`src/rtl/cmd_parser.sv`:
```
// ASCII expression parser: turns a byte stream of the form "<a><op><b>=" into
// two binary operands and a one-hot operation code, with error and escape handling.
module cmd_parser #(
  parameter int unsigned DIGITS = 3,
  parameter int unsigned OPW    = 10
) (
  input  logic           clk,
  input  logic           rst,
  input  logic           strt,
  input  logic [7:0]     data,
  output logic [OPW-1:0] op_a,
  output logic [OPW-1:0] op_b,
  output logic [3:0]     cmd,
  output logic           rdy,
  output logic           err
);

  localparam int unsigned EW = OPW + 4;
  localparam int unsigned CW = $clog2(DIGITS + 1);

  localparam logic [2:0] S_A0  = 3'd0;
  localparam logic [2:0] S_A   = 3'd1;
  localparam logic [2:0] S_B0  = 3'd2;
  localparam logic [2:0] S_B   = 3'd3;
  localparam logic [2:0] S_ERR = 3'd4;

  logic [2:0]     state, state_nxt;
  logic [OPW-1:0] acc_a, acc_a_nxt, acc_b, acc_b_nxt;
  logic [OPW-1:0] op_a_nxt, op_b_nxt;
  logic [CW-1:0]  cnt, cnt_nxt;
  logic [3:0]     code, code_nxt, cmd_nxt;
  logic           rdy_nxt, err_nxt;

  logic           is_dig, is_op, is_eq, is_esc, is_bs;
  logic [3:0]     digit, op_code;
  logic [EW-1:0]  ext_a, ext_b;
  logic           ovf_a, ovf_b, cnt_full;

  // Byte classification and decimal accumulation at extended width
  always_comb begin
    is_dig   = (data >= 8'h30) && (data <= 8'h39);
    is_eq    = (data == 8'h3D) || (data == 8'h0D);
    is_esc   = (data == 8'h1B);
    is_bs    = (data == 8'h08);
    digit    = data[3:0];
    is_op    = 1'b1;
    op_code  = 4'b0000;
    case (data)
      8'h2B:   op_code = 4'b0001;
      8'h2D:   op_code = 4'b0010;
      8'h2A:   op_code = 4'b0100;
      8'h2F:   op_code = 4'b1000;
      default: is_op   = 1'b0;
    endcase
    ext_a    = EW'(acc_a) * EW'(10) + EW'(digit);
    ext_b    = EW'(acc_b) * EW'(10) + EW'(digit);
    ovf_a    = |ext_a[EW-1:OPW];
    ovf_b    = |ext_b[EW-1:OPW];
    cnt_full = (cnt >= CW'(DIGITS));
  end

  // Next-state and output decode
  always_comb begin
    state_nxt = state;
    acc_a_nxt = acc_a;
    acc_b_nxt = acc_b;
    cnt_nxt   = cnt;
    code_nxt  = code;
    op_a_nxt  = op_a;
    op_b_nxt  = op_b;
    cmd_nxt   = cmd;
    rdy_nxt   = 1'b0;
    err_nxt   = err;
    if (strt) begin
      if (is_esc) begin
        state_nxt = S_A0;
        acc_a_nxt = '0;
        acc_b_nxt = '0;
        cnt_nxt   = '0;
        code_nxt  = '0;
        err_nxt   = 1'b0;
      end else begin
        case (state)
          S_A0: begin
            if (is_dig) begin
              acc_a_nxt = OPW'(digit);
              cnt_nxt   = CW'(1);
              cmd_nxt   = 4'b0000;
              state_nxt = S_A;
            end
          end
          S_A: begin
            if (is_dig) begin
              if (cnt_full || ovf_a) begin
                state_nxt = S_ERR;
                err_nxt   = 1'b1;
              end else begin
                acc_a_nxt = ext_a[OPW-1:0];
                cnt_nxt   = cnt + CW'(1);
              end
            end else if (is_op) begin
              code_nxt  = op_code;
              cnt_nxt   = '0;
              state_nxt = S_B0;
            end else if (is_bs) begin
              acc_a_nxt = '0;
              cnt_nxt   = '0;
              state_nxt = S_A0;
            end
          end
          S_B0: begin
            if (is_dig) begin
              acc_b_nxt = OPW'(digit);
              cnt_nxt   = CW'(1);
              state_nxt = S_B;
            end
          end
          S_B: begin
            if (is_dig) begin
              if (cnt_full || ovf_b) begin
                state_nxt = S_ERR;
                err_nxt   = 1'b1;
              end else begin
                acc_b_nxt = ext_b[OPW-1:0];
                cnt_nxt   = cnt + CW'(1);
              end
            end else if (is_eq) begin
              op_a_nxt  = acc_a;
              op_b_nxt  = acc_b;
              cmd_nxt   = code;
              rdy_nxt   = 1'b1;
              state_nxt = S_A0;
            end else if (is_bs) begin
              acc_b_nxt = '0;
              cnt_nxt   = '0;
              state_nxt = S_B0;
            end
          end
          S_ERR: begin
            if (is_eq) begin
              state_nxt = S_A0;
              err_nxt   = 1'b0;
            end
          end
          default: state_nxt = S_A0;
        endcase
      end
    end
  end

  always_ff @(posedge clk or negedge rst) begin
    if (!rst) begin
      state <= S_A0;
      acc_a <= '0;
      acc_b <= '0;
      cnt   <= '0;
      code  <= '0;
      op_a  <= '0;
      op_b  <= '0;
      cmd   <= '0;
      rdy   <= 1'b0;
      err   <= 1'b0;
    end else begin
      state <= state_nxt;
      acc_a <= acc_a_nxt;
      acc_b <= acc_b_nxt;
      cnt   <= cnt_nxt;
      code  <= code_nxt;
      op_a  <= op_a_nxt;
      op_b  <= op_b_nxt;
      cmd   <= cmd_nxt;
      rdy   <= rdy_nxt;
      err   <= err_nxt;
    end
  end

endmodule

```
`config.mk`:
```
export PLATFORM = sky130hd
export DESIGN_NAME = cmd_parser
export DESIGN_NICKNAME = d
export VERILOG_FILES = /design/src/rtl/cmd_parser.sv
export SDC_FILE = /design/constraint.sdc
export NUM_CORES = 1
export LEC_CHECK = 0
export CORE_AREA = 4 4 94 96
export CTS_CLUSTER_SIZE = 40
export DETAILED_ROUTE_END_ITERATION = 12
export DIE_AREA = 0 0 98 100
export PLACE_DENSITY_LB_ADDON = 0.05
export SLEW_MARGIN = 20
export SYNTH_ARGS = -nofsm -noshare
export SYNTH_HDL_FRONTEND = slang
export SYNTH_SLANG_ARGS = --single-unit
```
`constraint.sdc`:
```
create_clock -name clk -period 3.73 [get_ports clk]
set_input_delay 0.746 -clock clk [delete_from_list [all_inputs] [get_ports clk]]
set_output_delay 0.746 -clock clk [all_outputs]
set_load 0.02 [all_outputs]
```
==> impl_metrics.env, run 1 <==
# flow metrics
export IMPL_cts_setup_buffers=0
export IMPL_cp_required_ns=3.93
export IMPL_num_rows=33
export IMPL_slew_headroom_pct=58.3
export IMPL_simple_gate_share_pct=21.9
export IMPL_die_area_mm2=0.00980
export IMPL_finalPower_w=0.00177
export IMPL_avgSynthCellArea_um2=9.03
export IMPL_grt_pass1_vias=3456
export IMPL_place_congestion=0.892
export IMPL_dr_pass1_iters=4
export IMPL_worst_pin_slew_ns=0.616
export IMPL_drive_gt1_share_pct=12.4
export IMPL_syn_inst=457
export IMPL_cts_tree="done"
export IMPL_status="finished clean"
export IMPL_area_growth_pct=19.0
export IMPL_compound_area_share_pct=17.5
export IMPL_slowest_stage="fa_1"
export IMPL_critPathBufInv=1
export IMPL_antenna_left=0
[run 1: final timing paths]
path	slack (ns)	start	to
max	0.04	acc_b[3]$_DFFE_PN0P_	acc_b[7]$_DFFE_PN0P_
min	0.40	rst	op_a[5]$_DFFE_PN0P_
max reg2reg	0.04	acc_b[3]$_DFFE_PN0P_	acc_b[7]$_DFFE_PN0P_
min reg2reg	0.49	op_b[7]$_DFFE_PN0P_	op_b[7]$_DFFE_PN0P_
max in group asynchronous	2.53	rst	op_b[3]$_DFFE_PN0P_
min in group clk	0.49	op_b[7]$_DFFE_PN0P_	op_b[7]$_DFFE_PN0P_
[run 1: area by class of cell]
cell class,instances,area [um2],share of cell area (%)
Clock buffer,5,68.8,1.40
Clock inverter,3,27.5,0.561
Inverter,9,33.8,0.688
Multi-Input combinational cell,375,2690,54.7
Sequential cell,55,1380,28.0
Tap cell,105,131,2.68
Timing Repair Buffer,61,586,11.9
[run 1: power breakdown]
part / internal, W / switching [W]
Clock: 0.000140 / 0.000220
Combinational: 0.000325 / 0.000365
Sequential: 0.000648 / 0.0000690
Total: 0.00111 / 0.000654
[run 1: cells in the mapped netlist (all sizes together) (5+ instances only)]
master and count:
nor2 30, a211oi 7, and3 7, dfrtp 55
clkbuf 16, nand3 13, nor2b 5, ha 39
inv 9, nor3 10, xnor2 14, o21ai 20
a21o 7, mux2 19, a21oi 24, nand2 95
[run 1: state kept, by name, indices dropped and copies added, names as in the netlist]
register / flops
acc_a: 10
acc_b: 10
cmd: 4
cnt: 2
code: 4
err: 1
op_a: 10
op_b: 10
rdy: 1
state: 3
[run 1: layer usage]
metal | wire, um | track usage (%)
met3 | 423 | 2.36
met1 | 4910 | 31.3
met2 | 4480 | 32.2
met5 | 0 | 0
met4 | 53 | 4.90
Run 1, M1 wires:
Scale bar: 20 um. Cells faint in the background.
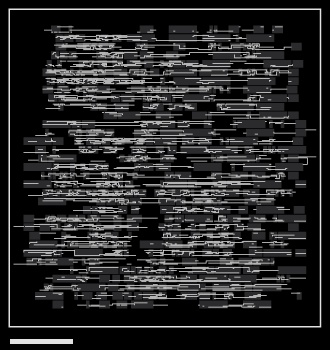
nets with wire on the layer: 528
main direction: horizontal
share of all routed wire: 50%

Run 1, signal wires on met2:
Cells faint in the background.
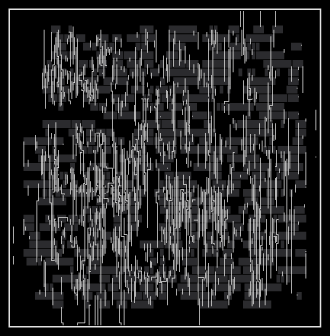
nets with wire on the layer: 469
main direction: vertical
longest straight run: 39.8 um
wire length on this layer: 4480 um
share of all routed wire: 45%

Run 1, the metal 3 layer:
Scale bar: 20 um. Cells faint in the background.
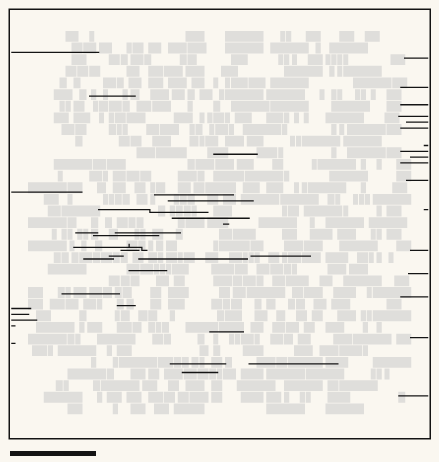
share of all routed wire: 4.3%
nets with wire on the layer: 43
wire length on this layer: 424 um

Run 1, where the registers sit:
Other sequential cells in the stronger gray, the rest of the logic in the fainter gray.
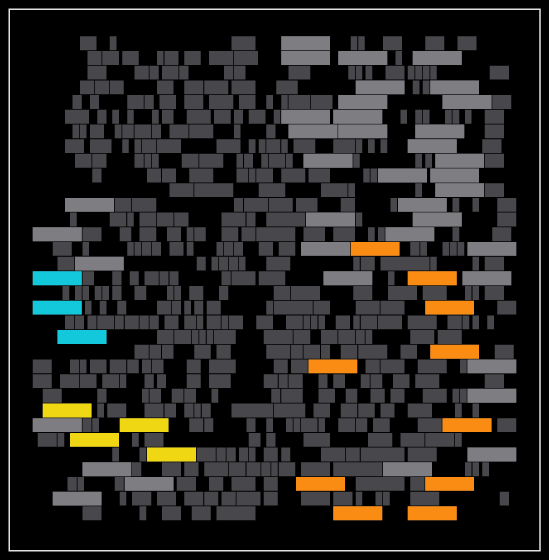
[`state`] cyan | sequential cells: 3
[`acc_a`] orange | sequential cells: 10
[`code`] yellow | sequential cells: 4 | where: lower left
Final Util: 61.0%
Register Area: 0.00138 mm2
fraction of area in registers: 28.0%

Run 1, placement view:
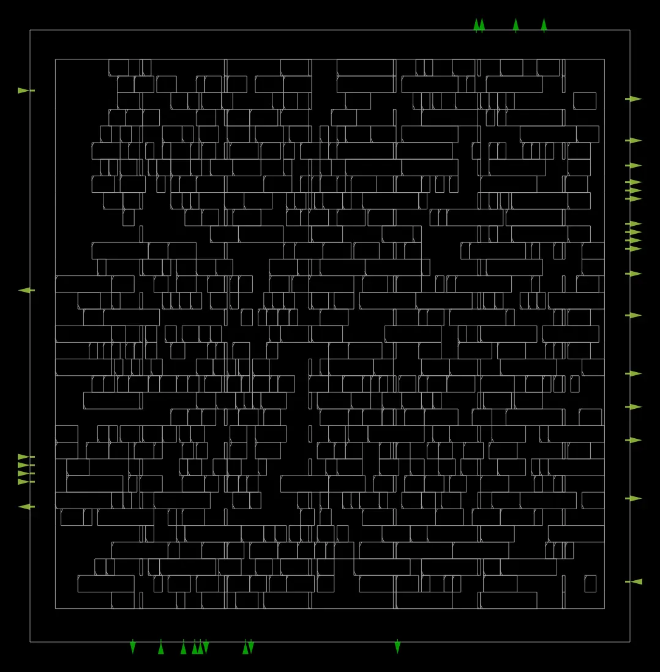

==> run 1 -> run 2 <==
Settings changed: CORE_AREA 4 4 94 96 to 3 3 93 95, DIE_AREA 0 0 98 100 to 0 0 96 98.
Run 2, placement view:
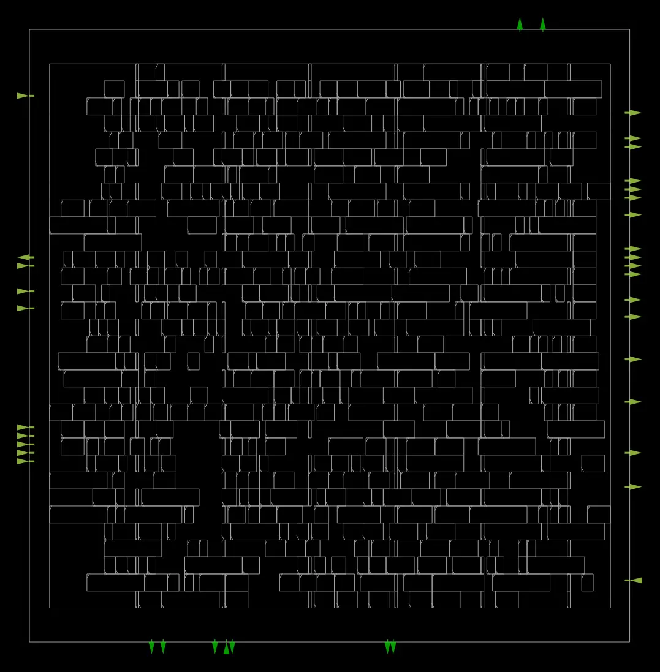
Final Util: 62.7%
Layout Cells excl Fill: 612
fraction of area in registers: 28.1%

==> run 2 against run 1 <==
- worst hold slack gained 0.077 ns
- fmax grew 3.2%
- total power grew 0.30%
- combinational power grew 2%
- clock power shrank 2%
- largest cell class unchanged
- highest routed layer unchanged
==> impl_metrics.env, run 2 <==
# flow metrics
export IMPL_pwr_group_clock_w=0.000354
export IMPL_comb_area_mm2=0.00267
export IMPL_critPathBufInv=1
export IMPL_clkPwrFrac_pct=20.0
export IMPL_drive_gt1_share_pct=12.4
export IMPL_p_int_w=0.00112
export IMPL_area_growth_pct=18.5
export IMPL_most_common_cell="nand2_1"
export IMPL_grt_pass1_vias=3423
export IMPL_p_seq_share_pct=40.3
export IMPL_dr_pass1_iters=5
export IMPL_avgSynthCellArea_um2=9.03
export IMPL_slowest_stage="dfrtp_1"
export IMPL_finalPower_w=0.00177
export IMPL_num_rows=32
export IMPL_power_group_top="registers"
export IMPL_seq_area_mm2=0.00138
export IMPL_comb_power_share_pct=39.7
export IMPL_synthTopCellsByCount="nand2_1 (95), dfrtp_1 (55), ha_1 (39)"
export IMPL_cts_tree="done"
export IMPL_p_comb_w=0.000703
export IMPL_slew_headroom_pct=52.5
export IMPL_switching_share_pct=37.1
export IMPL_place_congestion=0.866
export IMPL_status="finished clean"
Run 2, signal wires on met2:
Cells faint in the background.
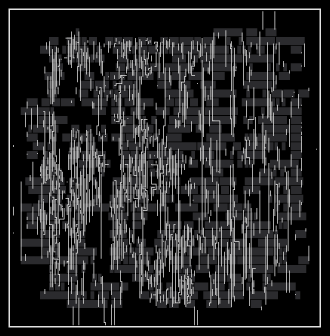
nets with wire on the layer: 466
wire length on this layer: 4240 um
share of all routed wire: 43%
final wirelength: 9930 um
met2 GRT Util: 32.2%
vias after detailed routing: 3571

==> run 2: area by class of cell <==
| class | instances | area share [%] |
|---|---|---|
| multi-input combinational | 375 | 54.6 |
| sequential | 55 | 28.1 |
| timing repair buffer | 63 | 11.9 |
| tap | 102 | 2.61 |
| clock buffer | 6 | 1.69 |
| inverter | 9 | 0.691 |
| clock inverter | 2 | 0.332 |
==> run 2: metrics by stage <==
stage / util (%) / instances
after floorplan: - / 457
after global placement: 60.9 / 603
after detailed placement: 60.9 / 603
after CTS: 62.2 / 611
after global routing: 62.7 / 612
final: 62.7 / 612
==> run 2: cell families after synthesis <==
| group | after synthesis | synth area share, % |
|---|---|---|
| simple gates | 190 | 21.9 |
| compound gates | 101 | 17.5 |
| flops | 55 | 33.3 |
| fa+ha+maj | 43 | 13.8 |
| buf+inv | 27 | 2.67 |
| mux | 23 | 6.97 |
| xor+xnor | 18 | 3.82 |
==> run 2: layer usage <==
metal,global-route usage [%],wire length [um]
met4,3.61,66
met5,0,0
met3,2.70,571
met1,37.1,5050
met2,32.2,4240
==> run 2: final timing paths <==
check / endpoint / startpoint / depth (start not counted) / slack, ns
hold reg to reg: op_b[3]$_DFFE_PN0P_ / op_b[3]$_DFFE_PN0P_ / 2 / 0.48
hold / removal: op_a[1]$_DFFE_PN0P_ / rst / 1 / 0.47
max in group asynchronous: op_b[9]$_DFFE_PN0P_ / rst / 2 / 2.48
setup / recovery: acc_a[7]$_DFFE_PN0P_ / acc_a[1]$_DFFE_PN0P_ / 12 / 0.15
min in group clk: op_b[3]$_DFFE_PN0P_ / op_b[3]$_DFFE_PN0P_ / 2 / 0.48
setup reg to reg: acc_a[7]$_DFFE_PN0P_ / acc_a[1]$_DFFE_PN0P_ / 12 / 0.15
No activity file was given, so power comes from the tool's default toggle rates.
